<file path="src/rtl/qspi_pkg.sv">
// Shared definitions for the QSPI flash controller datapath: lane-mode
// encodings, lane-count decode and the SCK pin-pair patterns.
package qspi_pkg;

  typedef enum logic [1:0] {
    MODE_SINGLE = 2'd0,
    MODE_DUAL   = 2'd1,
    MODE_QUAD   = 2'd2,
    MODE_RSVD   = 2'd3
  } qspi_mode_e;

  // Pairs are {D1, D2}: D1 is shown while the clock is high, D2 while low.
  localparam logic [1:0] SCK_PAIR_ACTIVE  = 2'b01;
  localparam logic [1:0] SCK_PAIR_IDLE_HI = 2'b11;
  localparam logic [1:0] SCK_PAIR_IDLE_LO = 2'b00;

  // Reserved modes, and modes wider than the instantiated lanes, fall back to 1 lane.
  function automatic logic [2:0] LANES_OF(input logic [1:0] mode, input int unsigned nlanes);
    logic [2:0] lanes;
    case (mode)
      MODE_DUAL: lanes = 3'd2;
      MODE_QUAD: lanes = 3'd4;
      default:   lanes = 3'd1;
    endcase
    if (32'(lanes) > nlanes) lanes = 3'd1;
    return lanes;
  endfunction

endpackage

</file>
<file path="src/rtl/ddr_out_cell.sv">
// DDR output cell: registers both halves of a pin pair on posedge and presents
// D1 during the high phase and D2 during the low phase of the clock.
module ddr_out_cell #(
  parameter logic [1:0] RST_PAIR = 2'b00
) (
  input  logic       i_clk,
  input  logic       i_reset_n,
  input  logic [1:0] i_d,
  output logic       o_pin
);

  logic [1:0] pair_q, pair_d;

  assign pair_d = i_d;

  always_ff @(posedge i_clk or negedge i_reset_n) begin
    if (!i_reset_n) pair_q <= RST_PAIR;
    else            pair_q <= pair_d;
  end

  assign o_pin = i_clk ? pair_q[1] : pair_q[0];

endmodule

</file>
<file path="src/rtl/qspi_ddr_oserdes.sv">
// Multi-lane DDR output serializer: accepts words on a valid/ready handshake and
// shifts them MSB-first onto 1, 2 or 4 lanes with a DDR-generated SCK.
module qspi_ddr_oserdes
  import qspi_pkg::*;
#(
  parameter int unsigned NLANES   = 4,
  parameter int unsigned WORD_W   = 8,
  parameter logic        SCK_IDLE = 1'b1
) (
  input  logic              i_clk,
  input  logic              i_reset_n,
  input  logic              i_stb,
  output logic              o_ready,
  input  logic [WORD_W-1:0] i_word,
  input  logic [1:0]        i_mode,
  input  logic              i_oe,
  output logic              o_done,
  output logic              o_sck,
  output logic [NLANES-1:0] o_dat,
  output logic [NLANES-1:0] o_oe
);

  localparam int unsigned CNT_W = $clog2(WORD_W / 2 + 1);
  localparam logic [0:0]  ST_IDLE  = 1'b0;
  localparam logic [0:0]  ST_SHIFT = 1'b1;
  localparam logic [1:0]  SCK_PAIR_IDLE = SCK_IDLE ? SCK_PAIR_IDLE_HI : SCK_PAIR_IDLE_LO;

  logic [0:0]        state_q, state_d;
  logic [WORD_W-1:0] shift_q, shift_d;
  logic [CNT_W-1:0]  count_q, count_d;
  logic [2:0]        lanes_q, lanes_d;
  logic              oe_q, oe_d;
  logic              live_q, live_d;

  logic              accept, last, active;
  int unsigned       nl;
  logic [NLANES-1:0] lane_mask, d1, d2, oe_lanes;
  logic [1:0]        sck_pair;
  logic [NLANES-1:0][1:0] dat_pair, oe_pair;

  assign active  = (state_q == ST_SHIFT);
  assign last    = active && (count_q == CNT_W'(1));
  assign o_ready = live_q && (!active || last);
  assign o_done  = last;
  assign accept  = i_stb && o_ready;

  always_comb begin
    state_d = state_q;
    shift_d = shift_q;
    count_d = count_q;
    lanes_d = lanes_q;
    oe_d    = oe_q;
    live_d  = 1'b1;
    if (active) begin
      shift_d = shift_q << (2 * nl);
      count_d = count_q - CNT_W'(1);
      if (last) state_d = ST_IDLE;
    end
    if (accept) begin
      state_d = ST_SHIFT;
      shift_d = i_word;
      lanes_d = LANES_OF(i_mode, NLANES);
      oe_d    = i_oe;
      case (lanes_d)
        3'd4:    count_d = CNT_W'(WORD_W / 8);
        3'd2:    count_d = CNT_W'(WORD_W / 4);
        default: count_d = CNT_W'(WORD_W / 2);
      endcase
    end
  end

  always_ff @(posedge i_clk or negedge i_reset_n) begin
    if (!i_reset_n) begin
      state_q <= ST_IDLE;
      shift_q <= '0;
      count_q <= '0;
      lanes_q <= 3'd1;
      oe_q    <= 1'b0;
      live_q  <= 1'b0;
    end else begin
      state_q <= state_d;
      shift_q <= shift_d;
      count_q <= count_d;
      lanes_q <= lanes_d;
      oe_q    <= oe_d;
      live_q  <= live_d;
    end
  end

  // The top 2*L bits of the shifter hold the current pair: the upper L go out
  // as D1, the lower L as D2, with lane L-1 carrying each group's MSB.
  always_comb begin
    nl        = 32'(lanes_q);
    lane_mask = NLANES'((32'd1 << nl) - 32'd1);
    d1        = NLANES'(shift_q >> (WORD_W - nl)) & lane_mask;
    d2        = NLANES'(shift_q >> (WORD_W - 2 * nl)) & lane_mask;
    oe_lanes  = (active && oe_q) ? lane_mask : '0;
    sck_pair  = active ? SCK_PAIR_ACTIVE : SCK_PAIR_IDLE;
    for (int unsigned k = 0; k < NLANES; k++) begin
      dat_pair[k] = active ? {d1[k], d2[k]} : 2'b00;
      oe_pair[k]  = {2{oe_lanes[k]}};
    end
  end

  ddr_out_cell #(.RST_PAIR(SCK_PAIR_IDLE)) u_sck_cell (
    .i_clk     (i_clk),
    .i_reset_n (i_reset_n),
    .i_d       (sck_pair),
    .o_pin     (o_sck)
  );

  for (genvar g = 0; g < NLANES; g++) begin : g_lane
    ddr_out_cell #(.RST_PAIR(2'b00)) u_dat_cell (
      .i_clk     (i_clk),
      .i_reset_n (i_reset_n),
      .i_d       (dat_pair[g]),
      .o_pin     (o_dat[g])
    );
    ddr_out_cell #(.RST_PAIR(2'b00)) u_oe_cell (
      .i_clk     (i_clk),
      .i_reset_n (i_reset_n),
      .i_d       (oe_pair[g]),
      .o_pin     (o_oe[g])
    );
  end

endmodule
</file>
<file path="config.mk">
export PLATFORM = sky130hd
export DESIGN_NAME = qspi_ddr_oserdes
export DESIGN_NICKNAME = d
export VERILOG_FILES = /design/src/rtl/qspi_pkg.sv /design/src/rtl/ddr_out_cell.sv /design/src/rtl/qspi_ddr_oserdes.sv
export SDC_FILE = /design/constraint.sdc
export NUM_CORES = 1
export LEC_CHECK = 0
export ABC_AREA = 1
export CAP_MARGIN = 25
export CORE_ASPECT_RATIO = 1.5
export CORE_MARGIN = 2
export CORE_UTILIZATION = 55
export DETAILED_ROUTE_END_ITERATION = 12
export PLACE_DENSITY_LB_ADDON = 0.12
export SYNTH_ARGS = -nofsm -noshare
export SYNTH_HDL_FRONTEND = slang
export SYNTH_SLANG_ARGS = --single-unit
</file>
<file path="constraint.sdc">
create_clock -name i_clk -period 2.01 [get_ports i_clk]
set_input_delay 0.201 -clock i_clk [delete_from_list [all_inputs] [get_ports i_clk]]
set_output_delay 0.201 -clock i_clk [all_outputs]
set_load 0.02 [all_outputs]
</file>
Cell sizes after repair:
The bar under the picture is 20 um long.
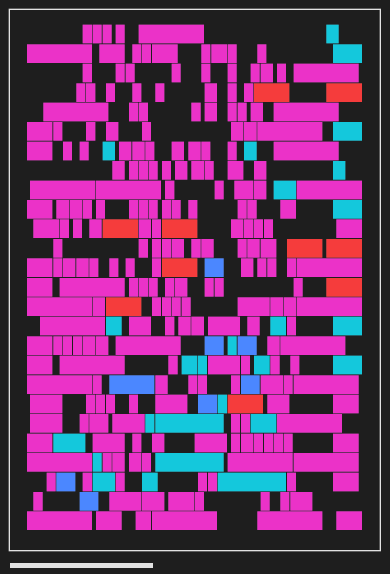
- _2 cells: cyan (cells 26; share 9.4%; most used inv_2)
- _6 and larger: red (cells 10; share 3.6%; most used clkbuf_8)
- _3 and _4 cells: blue (cells 8; share 2.9%; most used buf_4)
- _0 and _1 cells: magenta (cells 233; share 84%; most used nand2_1)
Signal buffers: 26
P&R area growth vs syn: 20.3%
PnR worst setup slack: 0.0214 ns
Final Cell Area: 2250 um2

The clock network:
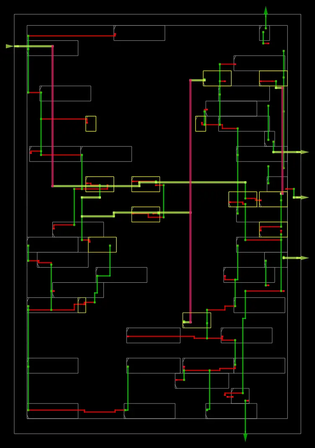
Clock Power: 942 uW
number of clock buffers in the layout: 16
Insertion Delay late pin: 0.39 ns
flop count: 30

Signal wires by layer:
Two of the layers only.
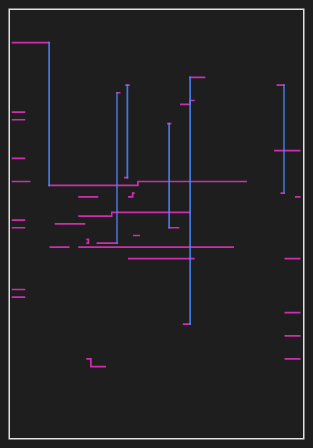
- metal 4: blue (wire length 149 um)
- metal 3: magenta (wire length 167 um)

==> metrics.cfg <==
[cts]
cts_setup_buffers=0
cts_tree=built

[grt]
grt_pass1_vias=1612
grtUsageTotal_pct=25.8
grt_max_degree=31

[final_timing]
hold_viol=0
finClkSkew_ns=0.0116

[pwr]
pwr-share-seq_pct=26.2
internal_power_mw=2.12
pg_comb_mw=1.95
total_power_mw=3.92

[floorplan]
die_w_um=51.6

[final_layout]
mostFrequentLayoutCell=nand2_1
logic_gates=179
largest_class=multi-input combinational cells
stdcell_count=319
final_core_util_pct=67.9

[synth]
yosys-stat-cells=247
ys_seq_share_pct=40.2

[worst_setup_path]
critical_path_arrival_ns=1.79
cp-start-kind=clock port
slowest_delay_ns=0.28
reg2reg_from=lanes_q[0]
critical_path_class=clk2out
slowest_stage=clkdlybuf4s15_1
crit_start=i_clk
crit_family=buffers and inverters
worstPathRequired_ns=1.81
worst_r2r_path_depth=7

[run_status]
outcome=finished clean

[place]
gp_congestion=0.928

Met1 routing:
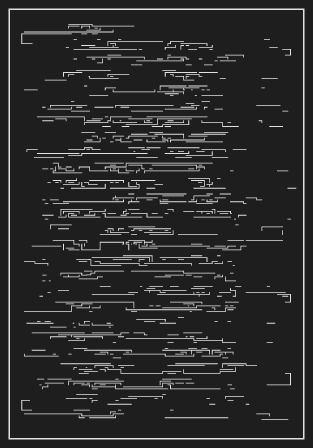
- nets with wire on the layer: 261
- longest straight run: 15.6 um
- share of all routed wire: 38%
Vias: 1653
WL final: 4.28 mm
GRT met1 Usage: 26.5%

M2 wires:
Cells faint in the background.
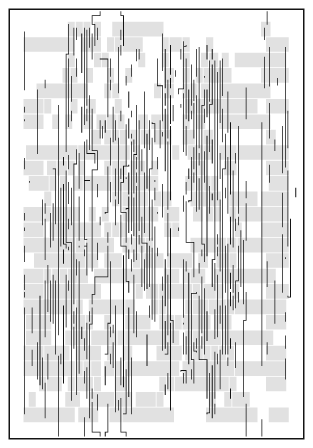
- share of all routed wire: 55%
- main direction: vertical
- longest straight run: 42.8 um
- wire length on this layer: 2340 um

-- timing repair --
action	in CTS	in global routing
endpoints found under the setup margin	7	3
resized	12	3
hold endpoints to repair	0	0
-- cell families (layout without fill, tap and decap cells) --
group,Yosys count,in the layout,share of synthesized area [%]
XOR/XNOR,3,3,1.40
flip-flops,30,30,40.2
multiplexers,4,4,2.41
AND-OR/OR-AND,25,25,7.82
adder cells (fa/ha/maj),9,9,6.02
buffers and inverters,38,68,10.6
other,1,1,0.200
AND/OR/NAND/NOR,137,137,31.3
-- layer usage --
metal	wire (um)	up-vias	part of all wire (%)	global-route usage, %
li1	-	833	-	-
met3	167	13	3.9	5.88
met5	0	-	0	0
met2	2340	49	55	44.3
met4	148	0	3.5	21.1
met1	1620	758	38	26.5
Power figures rest on the tool's default switching activity, not on a simulated workload.
